$ cat src/rtl/serial_sub_ctrl_pkg.sv
// Shared definitions for the bit-serial subtraction sequencer: FSM encodings
// and the counter-width helper.
package serial_sub_ctrl_pkg;

  typedef enum logic [1:0] {
    ST_IDLE = 2'd0,
    ST_RUN  = 2'd1,
    ST_DONE = 2'd2
  } state_t;

  // Counter width is clog2(w), but never narrower than one bit.
  function automatic int cnt_bits(input int w);
    return (w > 1) ? $clog2(w) : 1;
  endfunction

endpackage

$ cat src/rtl/serial_sub_ctrl_if.sv
// Request/result bundle for serial_sub_ctrl.
// Handshake: an operation is accepted on a rising edge where start=1 and ready=1;
// start is ignored otherwise. done pulses for one cycle while diff/bout hold the result.
interface serial_sub_ctrl_if #(
  parameter int WIDTH = 8
) ();
  logic             start;
  logic [WIDTH-1:0] a;
  logic [WIDTH-1:0] b;
  logic             bin;
  logic             ready;
  logic             busy;
  logic             done;
  logic [WIDTH-1:0] diff;
  logic             bout;

  modport master (
    output start, a, b, bin,
    input  ready, busy, done, diff, bout
  );

  modport slave (
    input  start, a, b, bin,
    output ready, busy, done, diff, bout
  );
endinterface

$ cat src/rtl/serial_sub_ctrl_fs.sv
// One-bit full-subtractor cell: diff = a - b - bin, brr set when a borrow is needed.
module fs (
  input  logic a,
  input  logic b,
  input  logic bin,
  output logic diff,
  output logic brr
);
  assign diff = a ^ b ^ bin;
  assign brr  = (~a & b) | (~a & bin) | (b & bin);
endmodule

$ cat src/rtl/serial_sub_ctrl.sv
// Bit-serial subtractor sequencer: drives one fs cell LSB-first, one bit per clock,
// and returns diff = a - b - bin with the final borrow.
module serial_sub_ctrl
  import serial_sub_ctrl_pkg::*;
#(
  parameter int WIDTH = 8
) (
  input  logic               clk,
  input  logic               rst,
  serial_sub_ctrl_if.slave   bus,
  output state_t             dbg_state
);
  localparam int CW = cnt_bits(WIDTH);

  state_t           state;
  logic [WIDTH-1:0] a_sr;
  logic [WIDTH-1:0] b_sr;
  logic [WIDTH-1:0] res;
  logic [WIDTH-1:0] diff_r;
  logic             brw;
  logic             bout_r;
  logic [CW-1:0]    cnt;
  logic             cell_d;
  logic             cell_b;
  logic [WIDTH:0]   res_ext;

  fs u_fs (
    .a   (a_sr[0]),
    .b   (b_sr[0]),
    .bin (brw),
    .diff(cell_d),
    .brr (cell_b)
  );

  // New diff bit enters at the MSB; the widened vector keeps WIDTH=1 legal.
  assign res_ext = {cell_d, res};

  always_ff @(posedge clk or posedge rst) begin
    if (rst) begin
      state  <= ST_IDLE;
      a_sr   <= '0;
      b_sr   <= '0;
      res    <= '0;
      diff_r <= '0;
      brw    <= 1'b0;
      bout_r <= 1'b0;
      cnt    <= '0;
    end else begin
      case (state)
        ST_IDLE: begin
          if (bus.start) begin
            a_sr  <= bus.a;
            b_sr  <= bus.b;
            brw   <= bus.bin;
            cnt   <= '0;
            state <= ST_RUN;
          end
        end
        ST_RUN: begin
          res  <= res_ext[WIDTH:1];
          a_sr <= a_sr >> 1;
          b_sr <= b_sr >> 1;
          brw  <= cell_b;
          if (cnt == CW'(WIDTH - 1)) begin
            diff_r <= res_ext[WIDTH:1];
            bout_r <= cell_b;
            state  <= ST_DONE;
          end else begin
            cnt <= cnt + 1'b1;
          end
        end
        ST_DONE: state <= ST_IDLE;
        default: state <= ST_IDLE;
      endcase
    end
  end

  assign bus.ready = (state == ST_IDLE);
  assign bus.busy  = (state == ST_RUN);
  assign bus.done  = (state == ST_DONE);
  assign bus.diff  = diff_r;
  assign bus.bout  = bout_r;
  assign dbg_state = state;

endmodule

$ cat src/flat_wrapper.sv
// flat-port wrapper written by rule: the top's interface ports become plain ports
module serial_sub_ctrl_flat import serial_sub_ctrl_pkg::*;
#(
  parameter int WIDTH = 8
)
  (clk, rst, dbg_state, bus_start, bus_a, bus_b, bus_bin, bus_ready, bus_busy, bus_done, bus_diff, bus_bout);
  serial_sub_ctrl_if #(.WIDTH(WIDTH)) bus_i ();
  input  logic clk;
  input  logic rst;
  output state_t dbg_state;
  input wire logic [$bits(bus_i.start)-1:0] bus_start;
  input wire logic [$bits(bus_i.a)-1:0] bus_a;
  input wire logic [$bits(bus_i.b)-1:0] bus_b;
  input wire logic [$bits(bus_i.bin)-1:0] bus_bin;
  output wire logic [$bits(bus_i.ready)-1:0] bus_ready;
  output wire logic [$bits(bus_i.busy)-1:0] bus_busy;
  output wire logic [$bits(bus_i.done)-1:0] bus_done;
  output wire logic [$bits(bus_i.diff)-1:0] bus_diff;
  output wire logic [$bits(bus_i.bout)-1:0] bus_bout;
  assign bus_i.start = bus_start;
  assign bus_i.a = bus_a;
  assign bus_i.b = bus_b;
  assign bus_i.bin = bus_bin;
  assign bus_ready = bus_i.ready;
  assign bus_busy = bus_i.busy;
  assign bus_done = bus_i.done;
  assign bus_diff = bus_i.diff;
  assign bus_bout = bus_i.bout;
  serial_sub_ctrl #(.WIDTH(WIDTH)) u_core (.clk(clk), .rst(rst), .bus(bus_i), .dbg_state(dbg_state));
endmodule
$ cat config.mk
export PLATFORM = sky130hd
export DESIGN_NAME = serial_sub_ctrl_flat
export DESIGN_NICKNAME = d
export VERILOG_FILES = /design/src/rtl/serial_sub_ctrl_pkg.sv /design/src/rtl/serial_sub_ctrl_if.sv /design/src/rtl/serial_sub_ctrl_fs.sv /design/src/rtl/serial_sub_ctrl.sv /design/src/flat_wrapper.sv
export SDC_FILE = /design/constraint.sdc
export NUM_CORES = 1
export LEC_CHECK = 0
export CORE_MARGIN = 10
export CORE_UTILIZATION = 41
export CTS_CLUSTER_DIAMETER = 30
export DETAILED_ROUTE_END_ITERATION = 12
export PLACE_DENSITY = 0.64
export RECOVER_POWER = 25
export SYNTH_ARGS = -nofsm -noshare
export SYNTH_HDL_FRONTEND = slang
export SYNTH_SLANG_ARGS = --single-unit
$ cat constraint.sdc
create_clock -name clk -period 2.4 [get_ports clk]
set_clock_uncertainty 0.2 [all_clocks]
set_input_delay 0.72 -clock clk [delete_from_list [all_inputs] [get_ports clk]]
set_output_delay 0.72 -clock clk [all_outputs]
set_load 0.03 [all_outputs]
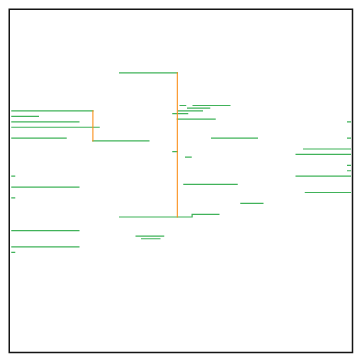
Fig. 1. Metal layers overlaid (run 1).
Scale: 4 px per um. Two of the layers only.
metal 4: drawn in orange, wire length 43.5 um. metal 3: drawn in green, wire length 318 um.
routed wire length: 3947 um
Global Route Usage Sum: 11.41%
wire per inst: 17.24 um

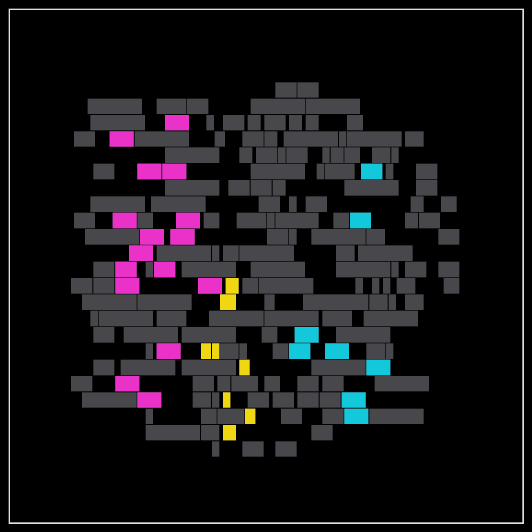
Fig. 2. Logic cells by family (run 1).
Scale: 6 px per um.
multiplexers: drawn in magenta, cells 16, most used mux2_2. AND-OR and OR-AND gates: drawn in cyan, cells 8, most used o221a_2. NAND gates: drawn in yellow, cells 8, most used nand3_1.
logic share of the area: 29.52%
Commonest Layout Cell: dfrtp_1

==> run summary, run 1 <==
run results: ys cells=around 140, depth of the CTS H-tree=2, Final Critical Period=roughly 2.3 ns, synthesized area per cell=12.35 sq um, final setup fails=0, worst-path cell chain=clkdlybuf4s50_1, slowest CP cell=clkdlybuf4s50_1, Worst Path Buf+Inv=1, RePlAce Congestion=between 0.6 and 0.7, Worst-Margin Slew=approximately 0.93 ns, Post-Syn Nets=about 170, TritonCTS clock tree=built, post_cts resized=0, worst setup margin=0.1419 ns, max-cap violation count=0, # Post-CTS Setup Buffers=0, outcome=finished, final reports clean, layout cells sized above 1=22.91%, endpoints failing hold=0, Core ar.=4058 sq um, distinct lib cells=33, die width=~85 um, fin cells=roughly 230, Hold Path Origin=u_core.b_sr[7]$_DFFE_PP0P_, Die H=approximately 85 um, final period utilization=94.09%, max-slew violation count=0, most frequent cells in the layout=38 x dfrtp_1, 28 x clkdlybuf4s50_1, 17 x inv_1, # rows=23, Via density=between 5 and 6, VDD IR max=about 0.78 mV, setup TNS=0 ns, critical path class=flop to output port, HPWL Detailed=around 2800 um, DR pass1 iterations=6, Antenna Cells=0, DRC viols=0, Worst slew margin=between 30% and 40%, CTS buffer count=5, Final Power=3.194 mW, RSZ-0062 raised after global routing=false, Tool Warnings=26, placed cells=approximately 220, Layout fillers=353, Worst EP required=roughly 1.5 ns, Cell Pwr Density=1438 nW/um^2, Post-CTS Hold Fix Bufs=0, Die Area=7295 sq um, Init Core Util=between 40% and 50%, Int Power=1.994 mW, Fmax=between 0.4 and 0.5 GHz, Worst Setup Start Kind=flop
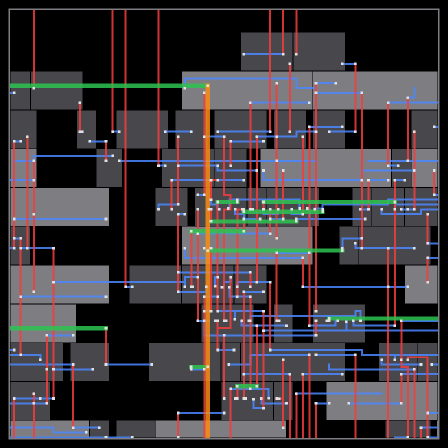
Fig. 3. Layout detail (run 1).
Region (28, 45) to (58, 75) um. Cells in grey, sequential cells in the stronger grey; small squares are vias.
metal 1: drawn in blue. metal 4: drawn in orange. metal 3: drawn in green. metal 2: drawn in red.
46 logic cells have their middle in the window. Most frequent: dfrtp_1 (8), inv_1 (7). Sequential cells in the window: 8. Netlist names of flops here include u_core.b_sr (4), u_core.res (3).

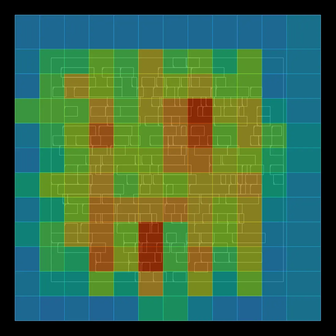
Fig. 4. Routing congestion (run 1).
met2 usage: 17.44%
Top Usage Layer GRT: met2

==> run 1: flip-flops by register name (all words and copies together), names as in the netlist <==
signal / count
u_core.bus.bout: 1
u_core.b_sr: 8
u_core.a_sr: 8
u_core.bus.diff: 8
u_core.brw: 1
u_core.dbg_state: 2
u_core.res: 7
u_core.cnt: 3
==> run 1: stage by stage <==
step	hold slack (ns)	cell area (sq um)
after global placement	0.2773	2117
after global routing	0.3243	2221
after floorplan	0.2668	1754
after CTS	0.3000	2223
final	0.2963	2221
after detailed placement	0.2824	2117
==> run 1: power by group through the flow <==
stage	Combinational [mW]	Clock (mW)	Sequential [mW]
6_report	1.52	0.528	1.14
2_1_floorplan	0.933	0	1.28
3_5_place_dp	1.53	0	1.15
3_3_place_gp	1.47	0	1.14
4_1_cts	1.55	0.544	1.14
5_1_grt	1.68	0.584	1.18
==> run 1: path summary, 6_finish.rpt <==
kind,cells past startpoint,to
worst max-delay path,1,bus_bout
worst min-delay path,1,u_core.b_sr[7]$_DFFE_PP0P_
worst max register to register,3,u_core.b_sr[5]$_DFFE_PP0P_
worst min register to register,1,u_core.b_sr[7]$_DFFE_PP0P_
max in group asynchronous,3,u_core.a_sr[5]$_DFFE_PP0P_
min in group asynchronous,3,u_core.b_sr[3]$_DFFE_PP0P_
==> run 1: per-layer routing <==
metal	part of all wire, %	routed length, um	up-vias
li1	-	-	584
met1	44	1725	609
met2	47	1861	46
met3	8.1	318	6
met4	1.1	43	0
met5	0	0	-
==> run 1: cell usage after synthesis, drive strengths merged <==
master  number
dfrtp       38
inv         18
mux2        14
buf          8
nor2b        7
a222oi       6
nor2         5
o221a        5
or4b         5
a221oi       4
clkbuf       4
nor4b        4
nand3        3
o221ai       3
ha           2
mux2i        2
nand2        2
nand2b       2
a21oi        1
a221o        1
a32o         1
and2         1
fa           1
nand3b       1
nor3b        1
o21ba        1
o21bai       1
or2          1
==> run 1: cell type report <==
| class | count | area [sq um] | area share [%] |
|---|---|---|---|
| Clock buffer | 7 | 76.32 | 3.437 |
| Inverter | 18 | 67.56 | 3.042 |
| Sequential cell | 38 | 950.9 | 42.82 |
| Tap cell | 50 | 62.56 | 2.817 |
| Multi-Input combinational cell | 74 | 655.6 | 29.52 |
| Timing Repair Buffer | 41 | 377.9 | 17.01 |
| Clock inverter | 1 | 30.03 | 1.352 |
==> run 1: cells by family after synthesis <==
| logic type | synth area share [%] |
|---|---|
| and+or+nand+nor | 12.13 |
| buffers and inverters | 8.415 |
| AOI/OAI and AO/OA | 12.55 |
| adders and majority gates | 2.568 |
| DFF | 54.21 |
| muxes | 10.13 |
Fig. 5: run 1, metal 1
Scale: 4 px per um. Supply wires on this layer in grey.
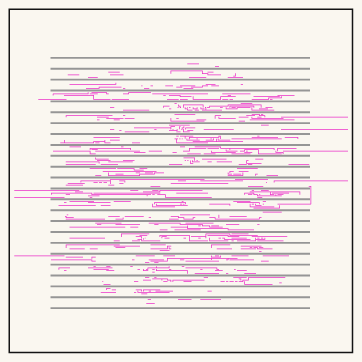

==> run 2, diff against run 1 <==
--- a/config.mk
+++ b/config.mk
@@ -5,12 +5,14 @@
 export SDC_FILE = /design/constraint.sdc
 export NUM_CORES = 1
 export LEC_CHECK = 0
+export CAP_MARGIN = 20
 export CORE_MARGIN = 10
-export CORE_UTILIZATION = 41
+export CORE_UTILIZATION = 51
 export CTS_CLUSTER_DIAMETER = 30
 export DETAILED_ROUTE_END_ITERATION = 12
-export PLACE_DENSITY = 0.64
+export PLACE_DENSITY = 0.77
 export RECOVER_POWER = 25
+export SLEW_MARGIN = 10
 export SYNTH_ARGS = -nofsm -noshare
 export SYNTH_HDL_FRONTEND = slang
 export SYNTH_SLANG_ARGS = --single-unit
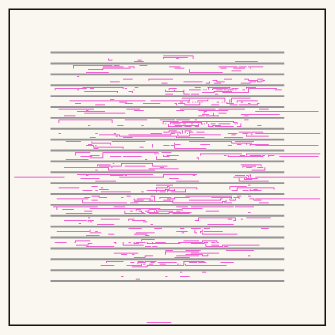
Fig. 6. Metal 1 (run 2).
Scale: 4 px per um. Supply wires on this layer in grey.
The wires run mostly horizontal. The layer carries 1630 um of wire. 178 nets have wire on it.
met1 Use GR: 15.71%
routed via count: 1271
routed wire length: 3729 um

==> run 2 against run 1 <==
Global-route usage rose by 1.2 points. Sequential share of layout area rose by 0.49 points. Final area fell by 1.1%. Clock-buffer cell count rose by 1. Worst setup slack got worse by 0.064 ns. Utilization rose by 11 points. Synthesized cell count did not move. Critical path type unchanged. Critical endpoint is now bus_diff[2]. Largest power group unchanged.
==> run summary, run 2 <==
run results: Synth top area share=54.21% (unchanged), synthesized area per cell=12.35 sq um (unchanged), Post-synth EDFFs=0 (unchanged), HPWL Detailed=2729 um (was 2793 um), CTS root buf=clkbuf_4 (was clkbuf_8), slowest CP cell=clkdlybuf4s50_1 (unchanged), R2R cell count=4 (was 3), layout cells sized above 1=24.44% (was 22.91%), RePlAce Congestion=0.7348 (was 0.6952), Post-Syn Nets=165 (unchanged), # rows=21 (was 23), wire per inst=16.50 um (was 17.24 um), Post-CTS Hold Fix Bufs=0 (unchanged), Hold Path Origin=u_core.b_sr[7]$_DFFE_PP0P_ (unchanged), RSZ-0062 raised after global routing=false (unchanged), insertion delay to the later sink of the worst-skew pair=0.35 ns (was 0.29 ns), DR pass1 iterations=5 (was 6), final period utilization=96.75% (was 94.09%), Worst Setup Start Kind=flop (unchanged), Die Area=6185 sq um (was 7295 sq um), post_cts resized=0 (unchanged), # Post-CTS Setup Buffers=0 (unchanged), count leader, synth=dfrtp_1 (unchanged), DRC viols=0 (unchanged), Worst EP required=1.48 ns (about the same), async set-or-reset flop fraction in the synthesized netlist=100.0% (unchanged), Worst slew margin=39.67% (was 37.80%), Tool Warnings=26 (unchanged), Final Power=3.069 mW (was 3.194 mW), CP max FO=2 (unchanged), Commonest Layout Cell=dfrtp_1 (unchanged), max-slew violation count=0 (unchanged), Antenna Cells=0 (unchanged), Fmax=0.4307 GHz (was 0.4429 GHz), most frequent cells in the layout=38 x dfrtp_1, 28 x clkdlybuf4s50_1, 17 x inv_1 (unchanged), Worst-Margin Slew=0.9049 ns (was 0.9330 ns), Init Core Util=52.57% (was 43.23%), final setup fails=0 (unchanged), TritonCTS clock tree=built (unchanged), Final Critical Period=2.322 ns (was 2.258 ns), CTS buffer count=5 (unchanged), ys cells=142 (unchanged), Post-Syn Area=1754 sq um (unchanged), hold endpoint=u_core.b_sr[7]$_DFFE_PP0P_ (unchanged), Die H=78.65 um (was 85.41 um), max-cap violation count=0 (unchanged), LEAKAGE=0.9990 nW (was 1.002 nW), Hold Slack=0.3066 ns (was 0.2963 ns), worst-path cell chain=clkdlybuf4s50_1 (unchanged), Post-synth top cells=38 x dfrtp_1, 17 x inv_1, 14 x mux2_2, 7 x nor2b_1, 6 x a222oi_1 (unchanged), outcome=finished, final reports clean (unchanged), Via density=5.624 (was 5.437), endpoints failing hold=0 (unchanged), setup TNS=0 ns (unchanged), hold path depth=1 (unchanged), Commonest flop=dfrtp_1 (unchanged), Int Power=1.894 mW (was 1.994 mW), die width=78.65 um (was 85.41 um), Core ar.=3337 sq um (was 4058 sq um), critical path class=flop to output port (unchanged), distinct lib cells=33 (unchanged)
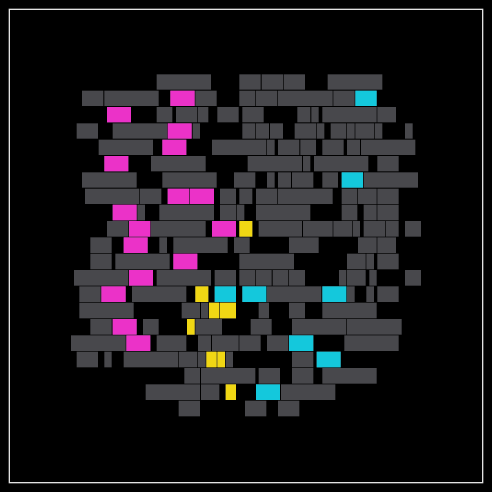
Fig. 7. Logic cells by family (run 2).
Scale: 6 px per um.
NAND gates: drawn in yellow, cells 8, most used nand3_1. multiplexers: drawn in magenta, cells 16, most used mux2_2. AND-OR and OR-AND gates: drawn in cyan, cells 8, most used o221a_2.
logic share of the area: 29.86%
fin cells: 226

==> run 2: cell counts after synthesis <==
No cell type changed its count.
==> run 2: through the flow <==
stage / setup slack, ns / instances / instance area [sq um]
2_1_floorplan: 0.02330 / 142 / 1754
3_3_place_gp: 0.1786 / 218 / 2120
3_5_place_dp: 0.1471 / 218 / 2120
4_1_cts: 0.05541 / 226 / 2198
5_1_grt: 0.001805 / 226 / 2196
6_report: 0.07805 / 226 / 2196
==> run 2: worst max path at each step <==
| stage | from | endpoint | slack, ns | cells past startpoint |
|---|---|---|---|---|
| after global placement | bus_start | u_core.b_sr[3]$_DFFE_PP0P_ | 0.18 | 4 |
| after floorplan | u_core.dbg_state[1]$_DFFE_PP0P_ | bus_done | 0.02 | 3 |
| after detailed placement | bus_start | u_core.b_sr[3]$_DFFE_PP0P_ | 0.15 | 4 |
| after CTS | u_core.bus.bout$_DFFE_PP0P_ | bus_bout | 0.06 | 1 |
| after global routing | u_core.bus.diff[2]$_DFFE_PP0P_ | bus_diff[2] | 0.002 | 1 |
| final | u_core.bus.diff[2]$_DFFE_PP0P_ | bus_diff[2] | 0.08 | 1 |
==> run 2: logic make-up (layout without fill, tap and decap cells) <==
kind of cell / after synthesis / count (layout) / share of synthesized area [%]
and+or+nand+nor: 32 / 32 / 12.13
muxes: 16 / 16 / 10.13
AOI/OAI and AO/OA: 23 / 23 / 12.55
buffers and inverters: 30 / 68 / 8.415
DFF: 38 / 38 / 54.21
adders and majority gates: 3 / 3 / 2.568
==> run 2: area by class of cell <==
| class | instances | area, sq um |
|---|---|---|
| repair buffers | 42 | 385.4 |
| well taps | 46 | 57.56 |
| multi-input cells | 74 | 655.6 |
| inverters | 18 | 67.56 |
| flip-flops and latches | 38 | 950.9 |
| fillers | 267 | 1141 |
| clock buffers | 8 | 78.83 |
==> run 2: power groups by stage <==
stage / sequential [mW] / combinational [mW] / clock (mW)
4_1_cts: 1.15 / 1.53 / 0.414
3_5_place_dp: 1.17 / 1.52 / 0
6_report: 1.15 / 1.51 / 0.410
5_1_grt: 1.19 / 1.67 / 0.439
2_1_floorplan: 1.28 / 0.933 / 0
3_3_place_gp: 1.15 / 1.47 / 0
==> run 2: routing by layer <==
layer / global-route usage [%] / vias up / routed length (um) / part of all wire (%)
li1: - / 587 / - / -
met1: 15.71 / 639 / 1625 / 44
met2: 18.59 / 37 / 1772 / 48
met3: 6.150 / 8 / 265 / 7.1
met4: 4.301 / 0 / 66 / 1.8
met5: 0 / - / 0 / 0
==> run 3, diff against run 2 <==
--- a/config.mk
+++ b/config.mk
@@ -10,6 +10,7 @@
 export CORE_UTILIZATION = 51
 export CTS_CLUSTER_DIAMETER = 30
 export DETAILED_ROUTE_END_ITERATION = 12
+export HOLD_SLACK_MARGIN = 0.08
 export PLACE_DENSITY = 0.77
 export RECOVER_POWER = 25
 export SLEW_MARGIN = 10
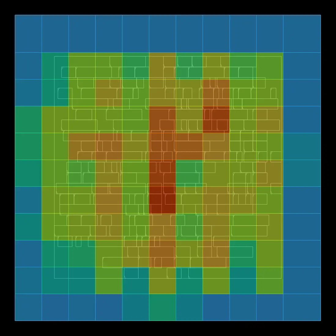
Fig. 8. Routing congestion (run 3).
Global Route Usage Sum: 12.60%
wire per inst: 16.50 um

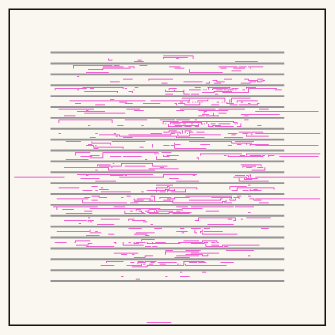
Fig. 9. Metal 1 (run 3).
Scale: 4 px per um. Supply wires on this layer in grey.
The layer carries 1630 um of wire. The layer holds 44% of the routed length. The wires run mostly horizontal.

==> run 3 against run 2 <==
Sequential power barely moved. First-iteration DRC count did not move. Worst hold slack unchanged. Largest cell class unchanged. Combinational power hardly changed. Clock power about the same. Via count unchanged. Power unchanged. Highest routed layer unchanged. Fmax unchanged. Area after synthesis is the same.
==> run summary, run 3 <==
run results: Final nets=202 (unchanged), VDD IR max=0.7575 mV (unchanged), die width=78.65 um (unchanged), HPWL Detailed=2729 um (unchanged), async set-or-reset flop fraction in the synthesized netlist=100.0% (unchanged), endpoints failing hold=0 (unchanged), initial antenna violation count=0 (unchanged), critical path class=flop to output port (unchanged), TritonCTS clock tree=built (unchanged), first-pass GRT wire length=6168 um (unchanged), Init Core Util=52.57% (unchanged), routed via count=1271 (unchanged), Post-Syn Nets=165 (unchanged), Die H=78.65 um (unchanged), Worst Path Buf+Inv=1 (unchanged), CP max FO=2 (unchanged), Post-synth EDFFs=0 (unchanged), final setup fails=0 (unchanged), Worst slew margin=39.67% (unchanged), count leader, synth=dfrtp_1 (unchanged), max-cap violation count=0 (unchanged), Largest cells by area=dfrtp_1 54%, mux2_2 9.0%, inv_1 3.6% (unchanged), distinct lib cells=33 (unchanged), max incr delay on CP=0.68 ns (about the same), slowest CP cell=clkdlybuf4s50_1 (unchanged), sequential fraction of the synthesis area=54.21% (unchanged), routed wire length=3729 um (unchanged), wire length on met2=1772 um (unchanged), Layout fillers=267 (unchanged), Syn Inst Count=142 (unchanged), DRC viols=0 (unchanged), DRT iter0 DRCs=111 (unchanged), Via density=5.624 (unchanged), CTS sink cnt=38 (unchanged), CTS buffer count=5 (unchanged), Commonest flop=dfrtp_1 (unchanged), Final Critical Period=2.322 ns (unchanged), LEAKAGE=0.9990 nW (unchanged), RSZ-0062 raised after global routing=false (unchanged), largest net degree at the start of global routing=39 (unchanged), max layer used=met4 (unchanged), CTS root buf=clkbuf_4 (unchanged), Worst EP required=1.48 ns (about the same), Worst Setup Start Kind=flop (unchanged), final period utilization=96.75% (unchanged), RePlAce Congestion=0.7348 (unchanged), depth of the CTS H-tree=2 (unchanged), Post-Syn Area=1754 sq um (unchanged), Synth top area share=54.21% (unchanged), DR pass1 iterations=5 (unchanged), most frequent cells in the layout=38 x dfrtp_1, 28 x clkdlybuf4s50_1, 17 x inv_1 (unchanged), synthesized area per cell=12.35 sq um (unchanged), Setup crit start=u_core.bus.diff[2]$_DFFE_PP0P_ (unchanged), Hold Path Origin=u_core.b_sr[7]$_DFFE_PP0P_ (unchanged), Core ar.=3337 sq um (unchanged), max-slew violation count=0 (unchanged), Worst-Margin Slew=0.9049 ns (unchanged), outcome=finished, final reports clean (unchanged), Antenna Cells=0 (unchanged), Cell Pwr Density=1398 nW/um^2 (unchanged), ys cells=142 (unchanged), M1 wire length=1625 um (unchanged), Final Power=3.069 mW (unchanged), layout cells sized above 1=24.44% (unchanged), Commonest Layout Cell=dfrtp_1 (unchanged), Post-CTS Hold Fix Bufs=0 (unchanged), Post-synth top cells=38 x dfrtp_1, 17 x inv_1, 14 x mux2_2, 7 x nor2b_1, 6 x a222oi_1 (unchanged), # rows=21 (unchanged), post-synth top area cell=dfrtp_1 (unchanged), Tool Warnings=26 (unchanged), Yosys Warn Count=0 (unchanged), synthesis area per yosys=1754 sq um (unchanged), insertion delay to the later sink of the worst-skew pair=0.35 ns (about the same), routed length on met3=265 um (unchanged), post_cts resized=0 (unchanged), Fmax=0.4307 GHz (unchanged), # Post-CTS Setup Buffers=0 (unchanged), CP delay by family, top=buffers and inverters (unchanged), worst-path cell chain=clkdlybuf4s50_1 (unchanged), Die Area=6185 sq um (unchanged), setup TNS=0 ns (unchanged)
run 3: cell counts in the layout (fill, tap and decap cells not counted):
No cell type changed its count.
run 3: report_power, final:
group          internal (mW)  total, mW  switching (mW)
sequential             0.959       1.15           0.190
clock                  0.200      0.410           0.210
combinational          0.735       1.51           0.775
run 3: through the flow:
step                      utilization (%)  hold slack (ns)  area (sq um)  worst slack [ns]  instances
after CTS                           65.88           0.3116          2198           0.05541        226
after detailed placement            63.52           0.2867          2120            0.1471        218
after floorplan                         -           0.2668          1754           0.02330        142
final                               65.80           0.3066          2196           0.07805        226
after global routing                65.80           0.3267          2196          0.001805        226
after global placement              63.52           0.2881          2120            0.1786        218
run 3: path summary, 6_finish.rpt:
path	depth (start not counted)	slack, ns	endpoint
max	1	0.08	bus_diff[2]
min	1	0.31	u_core.b_sr[7]$_DFFE_PP0P_
max reg2reg	4	0.41	u_core.bus.diff[6]$_DFFE_PP0P_
min reg2reg	1	0.31	u_core.b_sr[7]$_DFFE_PP0P_
max in group asynchronous	3	0.57	u_core.dbg_state[1]$_DFFE_PP0P_
min in group asynchronous	3	0.87	u_core.bus.diff[2]$_DFFE_PP0P_
run 3: cell type report:
cell class / count / area [sq um] / area share [%]
sequential: 38 / 950.9 / 43.30
multi-input combinational: 74 / 655.6 / 29.86
timing repair buffer: 42 / 385.4 / 17.55
clock buffer: 8 / 78.83 / 3.590
inverter: 18 / 67.56 / 3.077
tap: 46 / 57.56 / 2.621
run 3: per-layer routing:
metal	up-vias	track usage (%)
met1	639	15.71
met2	37	18.59
li1	587	-
met4	0	4.301
met5	-	0
met3	8	6.150
run 3: logic make-up (layout without fill, tap and decap cells):
logic type      after synthesis  after routing  share of synthesized area (%)
flops                        38             38                          54.21
simple gates                 32             32                          12.13
buf+inv                      30             68                          8.415
compound gates               23             23                          12.55
mux                          16             16                          10.13
fa+ha+maj                     3              3                          2.568
Power is estimated from default activity; no workload was simulated.
